$ cat src/rtl/mac_job_sequencer.sv
// Sequences a mac_unit through one K-element dot-product job read from a 1-cycle-latency operand memory.
// Optional MAC_SEQ_SAT_FLAG_EN adds res_saturated, flagging a captured result at either accumulator rail.
module mac_job_sequencer #(
  parameter int DATA_W = 8,
  parameter int ACC_W  = 20,
  parameter int LEN_W  = 8,
  parameter int ADDR_W = 8
) (
  input  logic              clock,
  input  logic              reset,
  input  logic              start_valid,
  output logic              start_ready,
  input  logic [ADDR_W-1:0] job_base,
  input  logic [LEN_W-1:0]  job_len,
  output logic              mem_rd_en,
  output logic [ADDR_W-1:0] mem_rd_addr,
  input  logic [DATA_W-1:0] mem_w_data,
  input  logic [DATA_W-1:0] mem_i_data,
  output logic              mac_enable,
  output logic              mac_clear_acc,
  output logic [DATA_W-1:0] mac_weight,
  output logic [DATA_W-1:0] mac_input,
  input  logic [ACC_W-1:0]  mac_accumulator,
  output logic              res_valid,
  input  logic              res_ready,
  output logic [ACC_W-1:0]  res_data,
  output logic              busy
`ifdef MAC_SEQ_SAT_FLAG_EN
  ,
  output logic              res_saturated
`endif
);

  typedef enum logic [2:0] {IDLE, CLEAR, STREAM, DRAIN, DONE} state_t;

  state_t            state_q, state_d;
  logic [ADDR_W-1:0] addr_q;
  logic [LEN_W-1:0]  len_q;
  logic [LEN_W-1:0]  cnt_q;
  logic              drain_last_q;

  assign mac_weight = mem_w_data;
  assign mac_input  = mem_i_data;

  always_ff @(posedge clock) begin
    if (reset) state_q <= IDLE;
    else       state_q <= state_d;
  end

  always_comb begin
    state_d       = state_q;
    start_ready   = 1'b0;
    mem_rd_en     = 1'b0;
    mem_rd_addr   = '0;
    mac_clear_acc = 1'b0;
    res_valid     = 1'b0;
    busy          = 1'b1;
    case (state_q)
      IDLE: begin
        start_ready = 1'b1;
        busy        = 1'b0;
        if (start_valid) state_d = CLEAR;
      end
      CLEAR: begin
        mac_clear_acc = 1'b1;
        state_d       = (len_q == '0) ? DRAIN : STREAM;
      end
      STREAM: begin
        mem_rd_en   = 1'b1;
        mem_rd_addr = addr_q;
        if (cnt_q == LEN_W'(1)) state_d = DRAIN;
      end
      DRAIN: begin
        if (drain_last_q) state_d = DONE;
      end
      DONE: begin
        res_valid = 1'b1;
        if (res_ready) state_d = IDLE;
      end
      default: state_d = IDLE;
    endcase
  end

  // drain_last_q is primed in CLEAR: an empty job needs one DRAIN cycle, otherwise
  // one extra cycle covers the final enable plus accumulator settle.
  always_ff @(posedge clock) begin
    if (reset) begin
      addr_q       <= '0;
      len_q        <= '0;
      cnt_q        <= '0;
      drain_last_q <= 1'b0;
      mac_enable   <= 1'b0;
      res_data     <= '0;
    end else begin
      mac_enable <= mem_rd_en;
      case (state_q)
        IDLE: begin
          if (start_valid) begin
            addr_q <= job_base;
            len_q  <= job_len;
            cnt_q  <= job_len;
          end
        end
        CLEAR: drain_last_q <= (len_q == '0);
        STREAM: begin
          addr_q <= addr_q + 1'b1;
          cnt_q  <= cnt_q - 1'b1;
        end
        DRAIN: begin
          if (drain_last_q) res_data <= mac_accumulator;
          else              drain_last_q <= 1'b1;
        end
        default: ;
      endcase
    end
  end

`ifdef MAC_SEQ_SAT_FLAG_EN
  localparam logic [ACC_W-1:0] ACC_MAX = {1'b0, {(ACC_W-1){1'b1}}};
  localparam logic [ACC_W-1:0] ACC_MIN = {1'b1, {(ACC_W-1){1'b0}}};

  always_ff @(posedge clock) begin
    if (reset) begin
      res_saturated <= 1'b0;
    end else if (state_q == DRAIN && drain_last_q) begin
      res_saturated <= (mac_accumulator == ACC_MAX) || (mac_accumulator == ACC_MIN);
    end
  end
`endif

endmodule

$ cat config.mk
export PLATFORM = sky130hd
export DESIGN_NAME = mac_job_sequencer
export DESIGN_NICKNAME = d
export VERILOG_FILES = /design/src/rtl/mac_job_sequencer.sv
export SDC_FILE = /design/constraint.sdc
export NUM_CORES = 1
export LEC_CHECK = 0
export ABC_CLOCK_PERIOD_IN_PS = 2280
export CAP_MARGIN = 20
export CORE_AREA = 4 4 79 81
export DETAILED_ROUTE_END_ITERATION = 12
export DIE_AREA = 0 0 83 85
export PLACE_DENSITY = 0.79
export SYNTH_ARGS = -nofsm -noshare
export SYNTH_HDL_FRONTEND = slang
export SYNTH_SLANG_ARGS = --single-unit
$ cat constraint.sdc
create_clock -name clock -period 2.28 [get_ports clock]
set_clock_uncertainty 0.1 [all_clocks]
set_input_delay 0.456 -clock clock [delete_from_list [all_inputs] [get_ports clock]]
set_output_delay 0.456 -clock clock [all_outputs]
set_load 0.01 [all_outputs]
### Cell outlines without signal wires, run 1

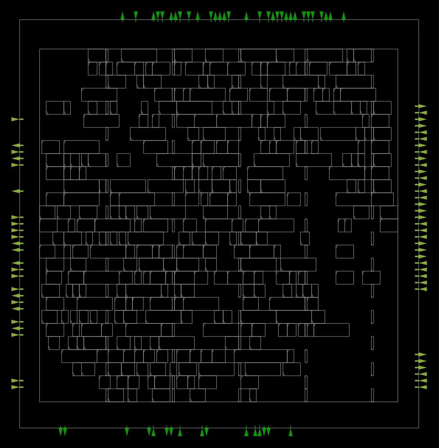
Fillers: 519
Final Core Density: 56.5%
# rows: 27
flop share of the area: 31.7%
Core Box Area: 5470 um2

### Routed metal, one colour a layer, run 1

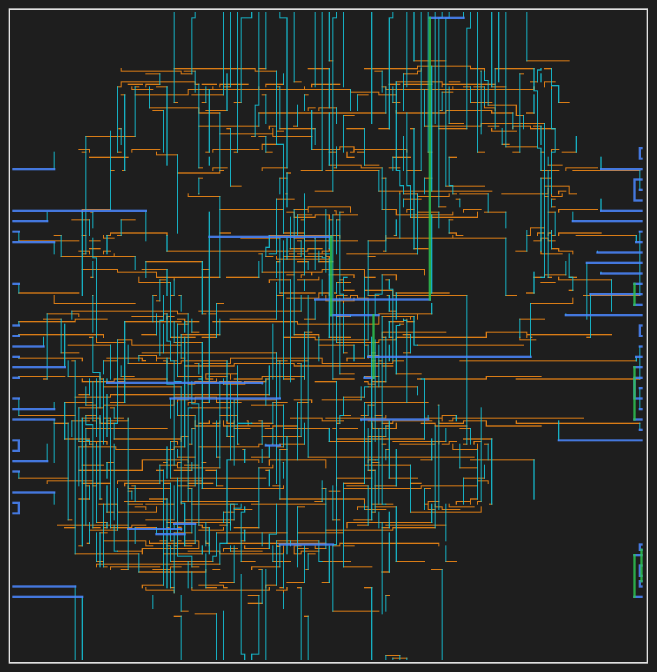
| colour | layer | wire length |
|---|---|---|
| cyan | met2 | 2750 um |
| blue | met3 | 310 um |
| orange | met1 | 2520 um |
| green | met4 | 74.1 um |
total track usage: 16.0%
routed vias: 2126
DR WL/cell: 13.6 um

### Drive-strength map, run 1

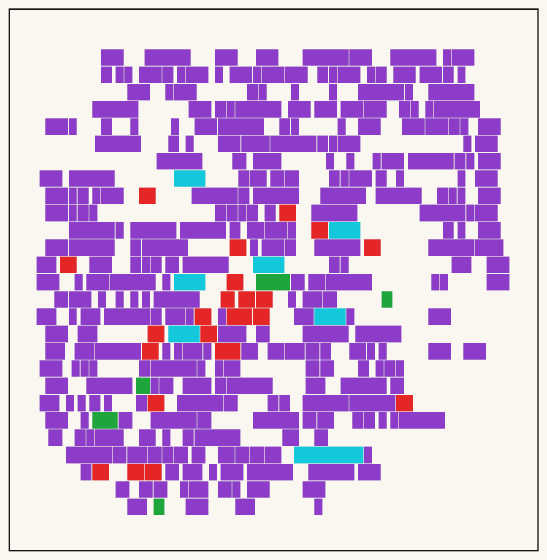
| colour | size | cells | share |
|---|---|---|---|
| purple | drive 1 or less | 311 | 90% |
| green | drive 2 | 5 | 1.4% |
| red | drive 3 to 4 | 22 | 6.4% |
| cyan | drive 6 and up | 7 | 2.0% |
Finished Cell Area: 3090 um2
PnR worst setup slack: 77.4 ps
Repair and plain buffers: 91

-- run 1: path summary, 6_finish.rpt --
check,from,end,slack (ps),cells past startpoint
setup / recovery,state_q[2],mem_rd_addr[4],80,5
hold / removal,res_data[17],res_data[17],360,2
setup reg to reg,state_q[2],cnt_q[7],100,5
hold reg to reg,res_data[17],res_data[17],360,2
-- run 1: timing repair --
action | 4_1_cts | 5_1_grt
cloned | 1 | 0
resized | 15 | 5
endpoints found under the setup margin | 10 | 5
buffers inserted | 5 | 0
-- run 1: power by group --
part           switching [mW]  internal (mW)
Clock                   0.281          0.358
Combinational           0.366          0.355
Sequential             0.0903          0.958
Total                   0.737           1.67
-- run 1: state kept, by name (all words and copies together) (netlist names) --
register / count
state_q: 3
res_data: 20
addr_q: 8
drain_last_q: 1
cnt_q: 8
len_q: 8
mac_enable: 1
==> impl_metrics.yaml, run 1 <==
# synthesis and place-and-route metrics
pwr:
  powerDensity_nw_per_um2: 779
  p_leak_nw: 1.19
route:
  wl_met2_mm: 2.75
  first_iter_violations: 117
  drc: 0
  wl_met1_mm: 2.52
  drtPass1Iterations: 4
flow_run:
  max-cap-violations: 0
  warnings: 27
synthesis:
  synth-edff-count: 0
  top_cell: "nand2_1"
  synth_seq_share_pct: 44.3
  yosys-top-cells-count: "nand2_1 (64), dfxtp_1 (49), a21oi_1 (32)"
  synth_cells: 278
  ys_sh_simple_pct: 26.0
  ys_area_um2: 2220
  avgSynthCellArea_um2: 7.97
  ys_cells: 278
  top_cell_area_share_pct: 44.3
  yosys_warnings: 0
  compound_area_share_pct: 17.2
  fa_ha_area_share_pct: 1.69
  async_flop_share_pct: 0
  synth.distinct_cells: 43
  ys_sh_xor_pct: 0
sta:
  finalSetupViolations: 0
  hold_violations: 0
  fmax_mhz: 454
  rsz0062_at_grt: "false"
  tns_ps: 0
  slew_headroom_pct: 64.7
  worst_pin_slew_ps: 528
  whs_ps: 355
clock_network:
  clk_latency_ps: 300
  cts_hold_buf: 0
  cts-root-buf: "clkbuf_8"
  cts_tree: "done"
finish:
  clock_area_share_pct: 3.77
  syn_to_final_growth_pct: 39.5
  n_clock_buffer: 7
  fin_cells: 417
  inv_count: 7
  seqCellArea_um2: 981
  logic_area_um2: 1020
  comb_cells: 190
critical_path:
  path_class: "reg -> out"
  cp_slowest_cell: "or3b_4"
place:
  dpl-instance-area_um2: 2930
  dp.cells: 403
  gp_congestion: 0.776
  io_buffers: 73
  place_hpwl_mm: 4.10
floorplanning:
  die_area_um2: 7060
  pin_count: 106
grt:
  grt_max_degree: 21
  grt_util_met3_pct: 3.88
  met2_usage_pct: 27.9
  grt_pass1_wl_mm: 9.43
outcome:
  status: "finished clean"
hold_path:
  hold_class: "reg -> reg"
==> run 2: changes to the inputs <==
- SKIP_LAST_GASP: unset -> 1
### Cell classes on the final placement, run 2

Fill, decap, tap and diode cells in grey.
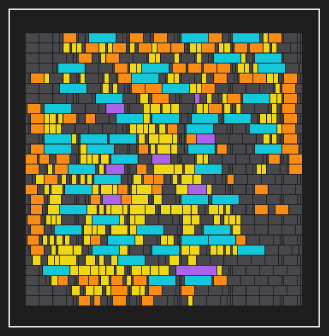
| colour | class | cells |
|---|---|---|
| orange | other buffers and delay cells | 91 |
| cyan | flops | 49 |
| yellow | all other logic | 197 |
| purple | clock drivers and dummy loads | 8 |
Finished Cell Area: 3090 um2
Final Core Density: 56.5%
flop share of the area: 31.7%

### Port wiring, run 2

Bar = 20 um.
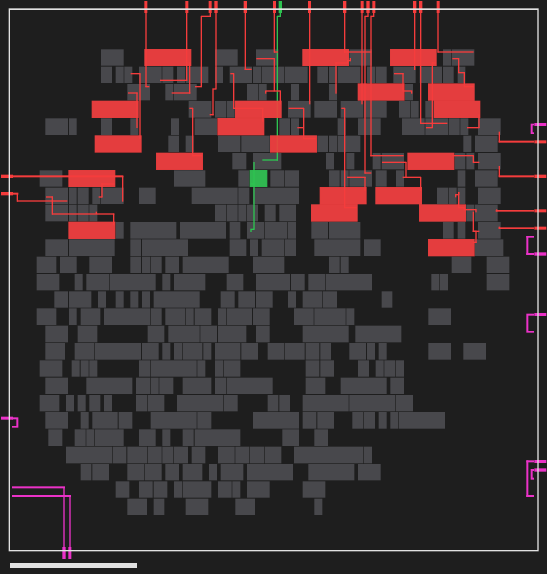
| colour | port | bits | direction | end cells | buffers | wire |
|---|---|---|---|---|---|---|
| magenta | mac_input | 8 | output | 0 | 0 | 57.5 um |
| red | res_data | 20 | output | 20 | 20 | 446 um |
| green | mac_clear_acc | 1 | output | 1 | 1 | 37.9 um |
# IOs: 106
buffers added on ports: 73

==> run 2 against run 1 <==
Maximum frequency hardly changed. Sequential power hardly changed. Critical path depth stayed put. Design area is 0.12% higher. Die size stayed put. Via count is 0.14% lower. Core utilization is 0.069 points higher. Synthesized area stayed put. First-iteration DRC count is 32% lower. Power hardly changed. Critical endpoint unchanged.
==> impl_metrics.yaml, run 2 <==
# synthesis and place-and-route metrics
synthesis:
  ys_sh_simple_pct: 26.0
  avgSynthCellArea_um2: 7.97
  synth_seq_share_pct: 44.3
  async_flop_share_pct: 0
  synth.distinct_cells: 43
  fa_ha_area_share_pct: 1.69
  synth-edff-count: 0
  yosys_warnings: 0
  top_cell_area_share_pct: 44.3
  top_cell: "nand2_1"
  ys_area_um2: 2220
  ys_sh_xor_pct: 0
finish:
  signal_buffers: 91
  seqCellArea_um2: 981
  fillers: 518
  logic_area_um2: 1020
  comb_cells: 190
floorplanning:
  rows: 27
  die_area_um2: 7060
  coreArea_um2: 5470
grt:
  grt_max_degree: 21
pwr:
  pg_comb_mw: 0.721
  p_clk_mw: 0.639
  p_sw_share_pct: 30.6
  clockPowerShare_pct: 26.5
  p_int_mw: 1.67
  pg_seq_mw: 1.05
  power-top-group: "sequential cells"
clock_network:
  cts_tree: "done"
  cts-root-buf: "clkbuf_8"
  cts_hold_buf: 0
  cts_setup_buffers: 5
route:
  vias: 2123
  routedWlPerCell_um: 13.6
  wl_met1_mm: 2.55
place:
  place_hpwl_mm: 4.10
  dpl-instance-area_um2: 2930
  dp.cells: 403
flow_run:
  warnings: 28
  max-cap-violations: 0
outcome:
  status: "finished clean"
sta:
  rsz0062_at_grt: "false"
  slew_headroom_pct: 64.6
critical_path:
  cp_slowest_cell: "or3b_4"
==> run 2: cell counts after synthesis <==
Identical to the previous run, type by type.
==> run 2: layer usage <==
layer  GRT usage (%)  up-vias
met2            27.9       57
met4            5.35        0
li1                -     1071
met5               0        -
met1            19.2      981
met3            3.88       14
==> run 2: through the flow <==
stage	util (%)	hold slack (ps)	TNS [ps]
final	56.5	355	0
after CTS	56.4	360	-152
after global placement	53.6	341	0
after floorplan	-	336	0
after detailed placement	53.6	347	0
after global routing	56.5	378	0
==> run 2: worst paths after layout <==
check	slack, ps	start	end	cells after the start
max	80	state_q[2]	mem_rd_addr[4]	5
min	360	res_data[17]	res_data[17]	2
max reg2reg	90	state_q[2]	cnt_q[7]	5
min reg2reg	360	res_data[17]	res_data[17]	2
==> run 3: changes to the inputs <==
- ABC_AREA: unset -> 1
- CORE_AREA: 4 4 79 81 -> 4 4 81 83
- DIE_AREA: 0 0 83 85 -> 0 0 85 87
- SLEW_MARGIN: unset -> 20
### Drive-strength map, run 3

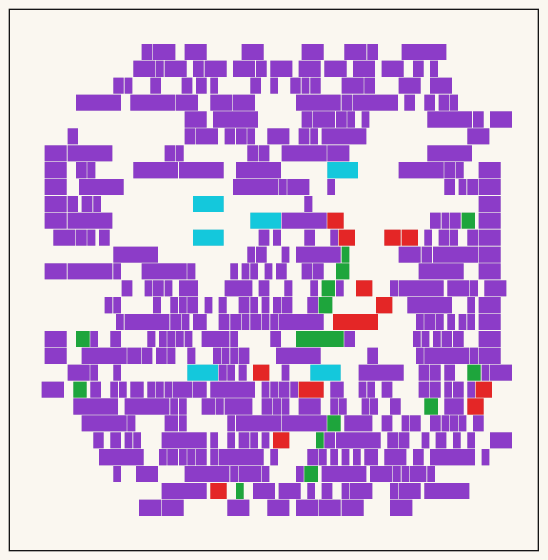
| colour | size | cells | share | most used |
|---|---|---|---|---|
| red | drive 3 to 4 | 13 | 3.2% | buf_4 |
| green | drive 2 | 14 | 3.4% | nor2_2 |
| purple | drive 1 or less | 373 | 92% | nand2_1 |
| cyan | drive 6 and up | 6 | 1.5% | clkbuf_8 |
PnR worst setup slack: 90.9 ps
area growth from synthesis to layout: 33.7%
Repair and plain buffers: 84
Finished Cell Area: 3210 um2

### Routed metal, one colour a layer, run 3

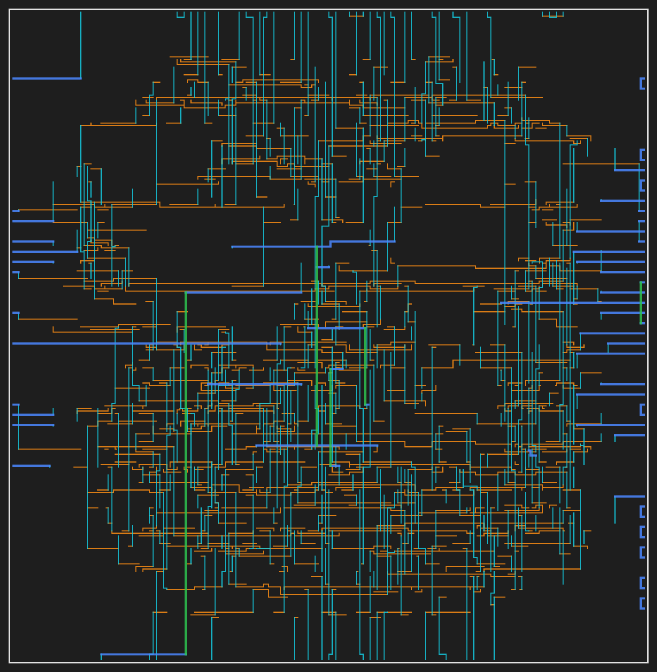
| colour | layer | wire length |
|---|---|---|
| cyan | met2 | 2940 um |
| orange | met1 | 2630 um |
| blue | met3 | 328 um |
| green | met4 | 103 um |
DRT Wirelength: 6.00 mm
total track usage: 15.9%
DR WL/cell: 12.5 um
routed vias: 2329

==> run 3 against run 2 <==
Cell count rose by 15%. Sequential power is about 10% higher. Design area up 3.7%. First-iteration DRC count is 11% higher. Sequential share of layout area is 1.1 points lower. Synthesized cell count rose by 25%. Critical endpoint is now mem_rd_addr[7].
==> impl_metrics.yaml, run 3 <==
# synthesis and place-and-route metrics
outcome:
  status: "finished clean"
clock_network:
  cts-root-buf: "clkbuf_8"
  numClockSinks: 49
  cts_tree: "done"
  htree_num_levels: 2
synthesis:
  top_cell: "nand2_1"
  synth-edff-count: 0
  synth.distinct_cells: 24
  top_cell_area_share_pct: 40.9
  avgSynthCellArea_um2: 6.92
  synth_seq_share_pct: 40.9
  largest_area_cell: "dfxtp_1"
  fa_ha_area_share_pct: 1.56
  async_flop_share_pct: 0
  ys_area_um2: 2400
  ys_sh_xor_pct: 1.09
  ys_sh_simple_pct: 31.0
  synth-main-ff-cell: "dfxtp_1"
  yosys_warnings: 0
flow_run:
  max-cap-violations: 0
  warnings: 28
sta:
  finalCriticalPeriod_ps: 2190
  whs_ps: 363
  slew_headroom_pct: 53.0
  worst_pin_slew_ps: 703
  maxSlewViolCount: 0
  tns_ps: 0
  rsz0062_at_grt: "true"
  finalSetupViolations: 0
critical_path:
  timing.rr.start: "state_q[2]"
  r2r_cells: 8
  r2r-end: "cnt_q[5]"
  reg2reg_slack_ps: 480
  path_delay_family: "buffers and inverters"
  cp_slowest_cell: "clkdlybuf4s50_1"
  critical_path.endpoint: "mem_rd_addr[7]"
  cp_cell_sequence: "inv_2, nand3b_4, nor2_2, clkdlybuf4s50_1"
  start_kind: "register"
  cp-startpoint: "state_q[2]"
  worstPathArrival_ps: 1630
  critical_path_depth: 4
finish:
  comb_cells: 239
  bufAreaShareNonClock_pct: 25.4
  logic_area_um2: 1130
  fillers: 560
  utilization_pct: 54.9
  seq_share_pct: 30.6
  seqCellArea_um2: 982
  largest_reg_flops: 20
pwr:
  p_comb_share_pct: 46.0
  power-top-group: "combinational cells"
  clockPowerShare_pct: 16.4
  p_int_mw: 1.86
  pg_comb_mw: 1.43
  p_sw_share_pct: 40.0
  p_clk_mw: 0.509
  pg_seq_mw: 1.17
  powerDensity_nw_per_um2: 967
hold_path:
  worstHoldEndpoint: "res_data[17]"
  worstHoldPathCells: 2
  hp-start: "res_data[17]"
floorplanning:
  coreArea_um2: 5850
  pin_count: 106
  die_area_um2: 7400
  taps: 75
  rows: 28
place:
  preCtsSetupSlack_ps: 269
  dpl-instance-area_um2: 3080
  place_hpwl_mm: 4.31
  io_buffers: 73
  dp.cells: 470
grt:
  grt_max_degree: 27
==> run 3: cell count changes after synthesis, sizes merged, moves of 3 or more <==
| cell | change |
|---|---|
| xor2 | +3 |
| a221oi | -3 |
| buf | +3 |
| clkbuf | -4 |
| nand3 | +29 |
| nand2 | +22 |
| nor2 | +26 |
| o21ai | +8 |
| and2 | -7 |
| or3 | -5 |
| a21oi | +9 |
| a31oi | -3 |
| inv | +21 |
==> run 3: layer usage <==
metal  GRT usage, %  share of wire [%]  wire (um)
met5              0                  0          0
met4           5.61                1.7        103
met2           28.1                 49       2940
met3           4.45                5.5        327
met1           18.4                 44       2630
==> run 3: repair_timing <==
item / 4_1_cts / 5_1_grt
hold buffers: 0 / 0
setup endpoints to repair: 8 / 8
buffers inserted: 2 / 2
gates resized: 0 / 5
pin swaps: 1 / 0
Power is estimated from default activity; no workload was simulated.
